$ cat src/rtl/fnd_pkg.sv
// Shared types, constants and the double-dabble step for the FND scan controller.
package fnd_pkg;

    // Converter FSM states
    typedef enum logic [0:0] {
        IDLE = 1'b0,
        CONV = 1'b1
    } fsm_state_e;

    localparam int unsigned BCD_DIGITS  = 4;
    localparam int unsigned IN_W        = 14;
    localparam int unsigned MAX_VAL     = 9999;
    localparam int unsigned CONV_CYCLES = 14;
    localparam int unsigned BCD_W       = 4 * BCD_DIGITS;

    typedef logic [3:0] bcd_digit_t;

    // One double-dabble iteration: add 3 to every nibble >= 5, then shift in the next bit.
    function automatic logic [BCD_W-1:0] dd_step(input logic [BCD_W-1:0] bcd,
                                                 input logic              bit_in);
        logic [BCD_W-1:0] adj;
        adj = bcd;
        for (int k = 0; k < int'(BCD_DIGITS); k++) begin
            if (adj[4*k +: 4] >= 4'd5) begin
                adj[4*k +: 4] = adj[4*k +: 4] + 4'd3;
            end
        end
        return {adj[BCD_W-2:0], bit_in};
    endfunction

endpackage

$ cat src/rtl/bin2bcd_seq.sv
// Sequential binary-to-BCD converter: clamps the input to 9999, then runs 14 double-dabble
// iterations. o_done pulses combinationally during the last iteration with o_bcd holding the
// final result, so the caller can capture all digits on the same edge the FSM returns to IDLE.
module bin2bcd_seq
    import fnd_pkg::*;
(
    input  logic             i_clk,
    input  logic             i_reset,
    input  logic             i_start,
    input  logic [IN_W-1:0]  i_bin,
    output logic             o_idle,
    output logic             o_done,
    output logic [BCD_W-1:0] o_bcd,
    output logic             o_ovf
);

    localparam int unsigned CNT_W = $clog2(CONV_CYCLES);

    fsm_state_e       state_q, state_d;
    logic [CNT_W-1:0] cnt_q, cnt_d;
    logic [IN_W-1:0]  bin_q, bin_d;
    logic [BCD_W-1:0] bcd_q, bcd_d;
    logic [BCD_W-1:0] bcd_step;
    logic             ovf_q, ovf_d;
    logic             last_iter;

    // Next-state: accept and clamp in IDLE, one shift-add-3 iteration per CONV cycle
    always_comb begin
        state_d   = state_q;
        cnt_d     = cnt_q;
        bin_d     = bin_q;
        bcd_d     = bcd_q;
        ovf_d     = ovf_q;
        bcd_step  = dd_step(bcd_q, bin_q[IN_W-1]);
        last_iter = (state_q == CONV) && (cnt_q == CNT_W'(CONV_CYCLES - 1));

        unique case (state_q)
            IDLE: begin
                if (i_start) begin
                    state_d = CONV;
                    cnt_d   = '0;
                    bcd_d   = '0;
                    ovf_d   = (i_bin > IN_W'(MAX_VAL));
                    bin_d   = ovf_d ? IN_W'(MAX_VAL) : i_bin;
                end
            end
            CONV: begin
                bcd_d = bcd_step;
                bin_d = {bin_q[IN_W-2:0], 1'b0};
                if (last_iter) begin
                    state_d = IDLE;
                    cnt_d   = '0;
                end else begin
                    cnt_d = cnt_q + CNT_W'(1);
                end
            end
            default: state_d = IDLE;
        endcase
    end

    // State registers with synchronous reset; reset aborts any conversion in flight
    always_ff @(posedge i_clk) begin
        if (i_reset) begin
            state_q <= IDLE;
            cnt_q   <= '0;
            bin_q   <= '0;
            bcd_q   <= '0;
            ovf_q   <= 1'b0;
        end else begin
            state_q <= state_d;
            cnt_q   <= cnt_d;
            bin_q   <= bin_d;
            bcd_q   <= bcd_d;
            ovf_q   <= ovf_d;
        end
    end

    assign o_idle = (state_q == IDLE);
    assign o_done = last_iter;
    assign o_bcd  = bcd_step;
    assign o_ovf  = ovf_q;

endmodule

$ cat src/rtl/fnd_scan_controller.sv
// FND scan controller: valid/ready intake, sequential BCD conversion, atomic display buffer
// and a free-running digit scan. Optional leading-zero blanking when FND_LZ_BLANK_EN is defined.
module fnd_scan_controller #(
    parameter int unsigned SCAN_DIV = 100_000,  // cycles per digit slot, >= 2
    parameter int unsigned IN_W     = 14        // fixed at 14
) (
    input  logic            i_clk,
    input  logic            i_reset,
    input  logic            i_valid,
    input  logic [IN_W-1:0] i_data,
    output logic            o_ready,
    output logic            o_ovf,
    output logic [1:0]      o_digit_sel,
    output logic [3:0]      o_value,
    output logic            o_en_n
);
    import fnd_pkg::*;

    localparam int unsigned PRE_W = (SCAN_DIV > 1) ? $clog2(SCAN_DIV) : 1;

    logic                               conv_idle;
    logic                               conv_done;
    logic [BCD_W-1:0]                   conv_bcd;
    logic                               start;

    bcd_digit_t [BCD_DIGITS-1:0]        buf_q, buf_d;
    logic [PRE_W-1:0]                   pre_q, pre_d;
    logic                               tick;
    logic [1:0]                         sel_q, sel_d;
    bcd_digit_t                         val_q, val_d;
    logic                               en_n_q, en_n_d;

    assign start = i_valid && conv_idle;

    bin2bcd_seq u_conv (
        .i_clk   (i_clk),
        .i_reset (i_reset),
        .i_start (start),
        .i_bin   (i_data),
        .o_idle  (conv_idle),
        .o_done  (conv_done),
        .o_bcd   (conv_bcd),
        .o_ovf   (o_ovf)
    );

    // Buffer takes all four digits at once when the conversion finishes
    always_comb begin
        buf_d = buf_q;
        if (conv_done) begin
            buf_d = conv_bcd;
        end
    end

    // Prescaler and slot counter; independent of the converter so CONV never stalls the scan
    always_comb begin
        tick  = (pre_q == PRE_W'(SCAN_DIV - 1));
        pre_d = tick ? '0 : pre_q + PRE_W'(1);
        sel_d = tick ? sel_q + 2'd1 : sel_q;
        val_d = buf_q[sel_d];
    end

`ifdef FND_LZ_BLANK_EN
    // Blank slot k>=1 when it and every higher digit are zero; slot 0 always lit
    always_comb begin
        en_n_d = (sel_d != 2'd0);
        for (int k = 0; k < int'(BCD_DIGITS); k++) begin
            if ((k >= int'(sel_d)) && (buf_q[k] != 4'd0)) begin
                en_n_d = 1'b0;
            end
        end
    end
`else
    // Every slot lit; leading zeros are shown
    always_comb begin
        en_n_d = 1'b0;
    end
`endif

    // Display and scan registers; outputs change together on the slot edge
    always_ff @(posedge i_clk) begin
        if (i_reset) begin
            buf_q  <= '0;
            pre_q  <= '0;
            sel_q  <= 2'd0;
            val_q  <= 4'd0;
            en_n_q <= 1'b1;
        end else begin
            buf_q  <= buf_d;
            pre_q  <= pre_d;
            sel_q  <= sel_d;
            val_q  <= val_d;
            en_n_q <= en_n_d;
        end
    end

    assign o_ready     = conv_idle;
    assign o_digit_sel = sel_q;
    assign o_value     = val_q;
    assign o_en_n      = en_n_q;

endmodule

$ cat config.mk
export PLATFORM = sky130hd
export DESIGN_NAME = fnd_scan_controller
export DESIGN_NICKNAME = d
export VERILOG_FILES = /design/src/rtl/fnd_pkg.sv /design/src/rtl/bin2bcd_seq.sv /design/src/rtl/fnd_scan_controller.sv
export SDC_FILE = /design/constraint.sdc
export NUM_CORES = 1
export LEC_CHECK = 0
export CORE_UTILIZATION = 56
export DETAILED_ROUTE_END_ITERATION = 10
export PLACE_DENSITY = 0.77
export SYNTH_ARGS = -nofsm -noshare
export SYNTH_HDL_FRONTEND = slang
export SYNTH_SLANG_ARGS = --single-unit
$ cat constraint.sdc
create_clock -name i_clk -period 2.15 [get_ports i_clk]
set_input_delay 0.3225 -clock i_clk [delete_from_list [all_inputs] [get_ports i_clk]]
set_output_delay 0.3225 -clock i_clk [all_outputs]
set_load 0.05 [all_outputs]
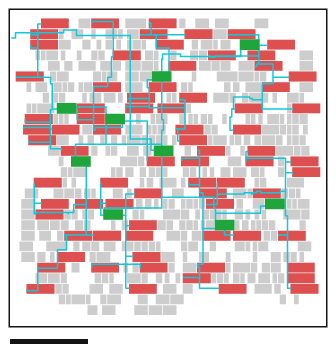
*Clock network drawn from the DEF, run 1*
Scale bar: 20 um.
cyan -> clock wires  # length 839 um
red -> flip-flops  # count 76
green -> clock drivers  # count 9
flops lie = widely spread
Clk Latency, worst-skew pair: 0.34 ns
Layout Skew: 0.00502 ns
Clock power frac: 0.360

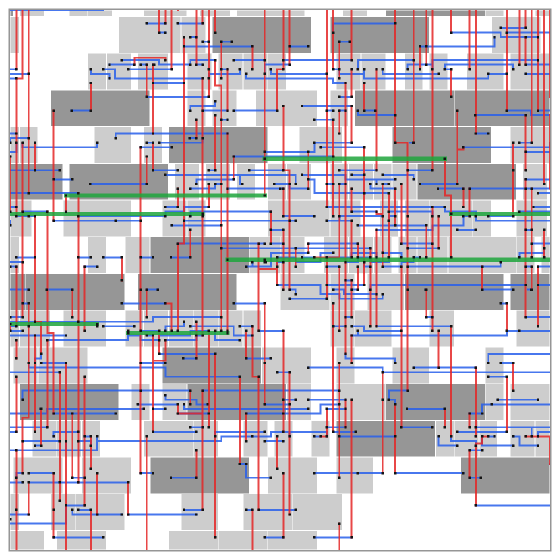
*Close-up of the layout, run 1*
Window x 20 to 60, y 4 to 44 um. Cells in gray, sequential cells in the stronger gray; small squares are vias.
blue -> metal 1
green -> metal 3
red -> metal 2
cells with their middle in the window = 133
most frequent = dfxtp_1 (21), a21oi_1 (19)
sequential cells in the window = 21
netlist names of flops here include = u_conv.bcd_q (6), u_conv.bin_q (6), buf_q (5)

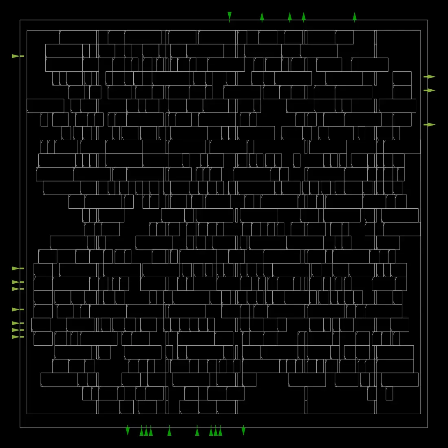
*Cell placement, run 1*
Tapcells: 75
Final Non-Filler Cells: 525
Core Area: 0.00596 mm2
sequential fraction of total cell area: 0.382
Flop Count: 76

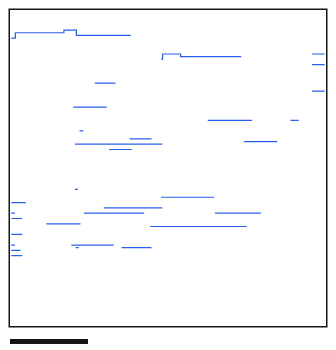
*Signal wires on met3, run 1*
Scale bar: 20 um.
nets with wire on the layer = 22
longest straight run = 24.4 um
wire length on this layer = 254 um
main direction = horizontal
share of all routed wire = 3.7%

==> results.sh, run 1 <==
# physical design summary
export IMPL_synth_nets=450
export IMPL_die_h_um=81.0
export IMPL_syn_inst=422
export IMPL_wl_met1_um=3190
export IMPL_start_kind="flop"
export IMPL_avgRoutedWirePerCell_um=13.0
export IMPL_root_buffer="clkbuf_8"
export IMPL_drive_above_1_share=0.0778
export IMPL_ys_sh_xor=0.0527
export IMPL_hold_buffers=0
export IMPL_cp_top_family="buffers and inverters"
export IMPL_grt_usage=0.232
export IMPL_comb_power_share=0.076
export IMPL_finalHoldViolCount=0
export IMPL_r2r_cells=6
export IMPL_clock_sinks=76
export IMPL_mux_share=0.0473
export IMPL_grt_pass1_vias=2755
export IMPL_setup_viol=0
export IMPL_diodes=0
export IMPL_vias=2902
export IMPL_crit_path_max_incr_delay_ns=0.83
export IMPL_initCoreUtil=0.586
export IMPL_drv_slew=0
export IMPL_status="finished clean"
export IMPL_die_area_mm2=0.00656
export IMPL_slew_headroom=0.649
export IMPL_ys_ff=76
export IMPL_slowest_stage="clkdlybuf4s50_1"
export IMPL_critPathMaxFanout=5
export IMPL_synthesis_area_mm2=0.00349
export IMPL_clock_tree_buffer_depth=2
export IMPL_r2r_end="o_value[0]"
export IMPL_cp_arrival_ns=1.58
export IMPL_most_common_cell="dfxtp_1"
## run 1: power by group through the flow
stage          Combinational [mW]  Clock (mW)  Sequential [mW]
5_1_grt                     0.223        1.02             1.46
3_3_place_gp                0.193           0             1.49
3_5_place_dp                0.197           0             1.49
4_1_cts                     0.198       0.956             1.46
2_1_floorplan               0.123           0             1.49
6_report                    0.197       0.932             1.46
## run 1: per-stage QoR
step	worst slack, ns	power, mW	hold slack [ns]	cells	instance area, um2
2_1_floorplan	0.420	1.61	0.350	422	3490
3_3_place_gp	0.146	1.68	0.444	509	3810
3_5_place_dp	0.0727	1.69	0.452	509	3810
4_1_cts	0.225	2.61	0.361	525	3980
5_1_grt	0.169	2.70	0.378	525	3980
6_report	0.243	2.59	0.379	525	3980
## run 1: state kept, by name (all words and copies together), names as in the netlist
register and flops:
buf_q 16, o_digit_sel 2, o_en_n 1, o_value 4, pre_q 17, u_conv.bcd_q 16, u_conv.bin_q 14, u_conv.cnt_q 4
u_conv.o_ovf 1, u_conv.state_q 1
## run 1: how the worst max path moves through the flow
stage / to / slack (ns) / depth (start not counted) / start
2_1_floorplan: o_value[0] / 0.42 / 6 / pre_q[0]
3_3_place_gp: u_conv.bin_q[6] / 0.15 / 6 / i_data[6]
3_5_place_dp: u_conv.bin_q[4] / 0.07 / 6 / i_data[6]
4_1_cts: o_digit_sel[0] / 0.23 / 1 / o_digit_sel[0]
5_1_grt: o_value[1] / 0.17 / 6 / pre_q[0]
6_report: o_digit_sel[0] / 0.24 / 1 / o_digit_sel[0]
## run 1: layout make-up
type                       instances  area (um2)
fill                             522        1970
multi-input combinational        310        1830
sequential                        76        1520
timing repair buffer              36         325
clock buffer                      11         141
tap                               75        93.8
inverter                          12        45.0
clock inverter                     5        27.5
### Metal layers overlaid, run 1

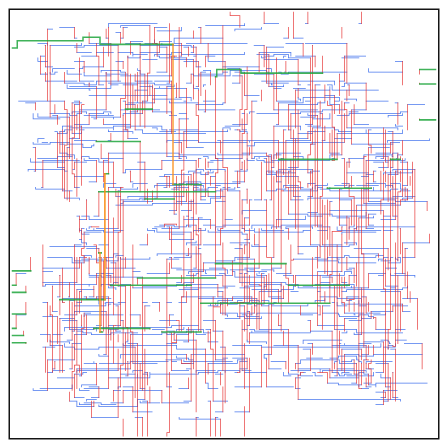

==> run 2: changes to the inputs <==
--- a/config.mk
+++ b/config.mk
@@ -5,9 +5,10 @@
 export SDC_FILE = /design/constraint.sdc
 export NUM_CORES = 1
 export LEC_CHECK = 0
-export CORE_UTILIZATION = 56
+export CORE_MARGIN = 4
+export CORE_UTILIZATION = 55
 export DETAILED_ROUTE_END_ITERATION = 10
-export PLACE_DENSITY = 0.77
+export PLACE_DENSITY = 0.76
 export SYNTH_ARGS = -nofsm -noshare
 export SYNTH_HDL_FRONTEND = slang
 export SYNTH_SLANG_ARGS = --single-unit
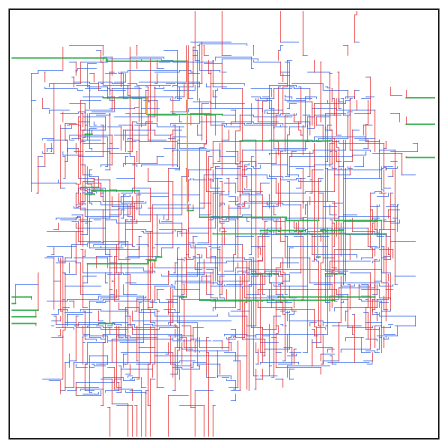
*Metal layers overlaid, run 2*
red -> metal 2  # wire length 3430 um
green -> metal 3  # wire length 294 um
blue -> metal 1  # wire length 3180 um
orange -> metal 4  # wire length 41.5 um
GRT Overall Usage: 0.192
WL final: 6940 um

==> run 2 against run 1 <==
Global-route usage shrank 4.0 points. Sequential power about the same. Synthesized area did not move. First-iteration DRC count decreased by 16%. Fmax fell by 0.38%. Synthesized cell count stayed put. Register-to-register slack better by 0.05 ns. Die size rose by 17%. Design area up 2.0%. Clock-buffer cell count decreased by 1. Largest power group unchanged.
==> results.sh, run 2 <==
# physical design summary
export IMPL_endpoint="o_digit_sel[0]"
export IMPL_worst_setup_path_type="reg2out"
export IMPL_cp_arrival_ns=1.59
export IMPL_comb_power_share=0.065
export IMPL_synth_seq_share=0.436
export IMPL_clock_power_share=0.444
export IMPL_cp_top_family="buffers and inverters"
export IMPL_clock_tree_buffer_depth=2
export IMPL_clk_latency_ns=0.34
export IMPL_n_fill_cell=496
export IMPL_die_area_mm2=0.00769
export IMPL_pre_cts_slack_ns=0.0467
export IMPL_hold_buffers=0
export IMPL_slew_headroom=0.637
export IMPL_core_area_mm2=0.00603
export IMPL_setup_viol=0
export IMPL_ys_ff=76
export IMPL_drv_slew=0
export IMPL_postPlaceCellArea_mm2=0.00381
export IMPL_dp_cells=509
export IMPL_start_kind="flop"
export IMPL_die_h_um=87.7
export IMPL_crit_start="o_digit_sel[0]"
export IMPL_finalPower_mw=2.98
export IMPL_top_register="pre_q"
export IMPL_root_buffer="clkbuf_8"
export IMPL_slowest_stage="clkdlybuf4s50_1"
export IMPL_grt_pass1_wl_um=11800
export IMPL_synthesis_area_mm2=0.00349
export IMPL_vias=2931
export IMPL_ant_nets=0
export IMPL_initCoreUtil=0.580
export IMPL_crit_path_max_incr_delay_ns=0.83
export IMPL_most_common_cell="dfxtp_1"
export IMPL_syn_inst=422
export IMPL_avgRoutedWirePerCell_um=13.2
export IMPL_critPathMaxFanout=5
export IMPL_largest_reg_flops=17
export IMPL_grt_pass1_vias=2608
export IMPL_finalHoldViolCount=0
export IMPL_layoutNonFillerInstCount=525
export IMPL_largestRegisters="pre_q x17, buf_q x16, u_conv.bcd_q x16"
export IMPL_synth_nets=450
export IMPL_design_area_mm2=0.00406
export IMPL_fin_worst_skew_ns=0.00804
export IMPL_worst_slack_ns=0.236
export IMPL_status="finished clean"
export IMPL_clock_sinks=76
## run 2: cell type report
cell class,instances,area [um2],share of cell area
inverters,12,45.0,0.0111
clock buffers,10,138,0.0339
well taps,75,93.8,0.0231
repair buffers,36,325,0.0800
clock inverters,6,111,0.0274
flip-flops and latches,76,1520,0.374
multi-input cells,310,1830,0.450
## run 2: worst reg2reg max path: cells and delay by family, from the launching register on
kind            cells  cell delay (ns)
flops               1             0.37
compound gates      2             0.27
simple gates        2             0.52
xor+xnor            1             0.33
fa+ha+maj           1             0.23
## run 2: metrics by stage
stage | utilization | hold slack (ns)
floorplan | - | 0.350
global placement | 0.633 | 0.445
detailed placement | 0.633 | 0.447
CTS | 0.674 | 0.350
global route | 0.674 | 0.365
finish | 0.674 | 0.356
## run 2: power by group through the flow
| stage | Sequential, mW | Combinational, mW | Clock (mW) |
|---|---|---|---|
| floorplan | 1.49 | 0.123 | 0 |
| global route | 1.47 | 0.214 | 1.40 |
| global placement | 1.49 | 0.191 | 0 |
| detailed placement | 1.49 | 0.193 | 0 |
| finish | 1.46 | 0.194 | 1.32 |
| CTS | 1.46 | 0.194 | 1.35 |
## run 2: cell families (layout without fill, tap and decap cells)
| group | Yosys count | after routing | share of synthesized area |
|---|---|---|---|
| buf+inv | 36 | 64 | 0.0405 |
| flops | 76 | 76 | 0.436 |
| xor+xnor | 21 | 21 | 0.0527 |
| simple gates | 172 | 172 | 0.236 |
| compound gates | 90 | 90 | 0.149 |
| mux | 16 | 16 | 0.0473 |
| fa+ha+maj | 11 | 11 | 0.0394 |
## run 2: per-layer routing
metal  share of wire  track usage  routed length, um  up-vias
li1                -            -                  -     1507
met1            0.46        0.242               3180     1367
met2            0.49        0.329               3430       51
met3           0.042       0.0452                293        6
met4          0.0059       0.0544                 41        0
met5               0            0                  0        -
No activity file was given, so power comes from the tool's default toggle rates.
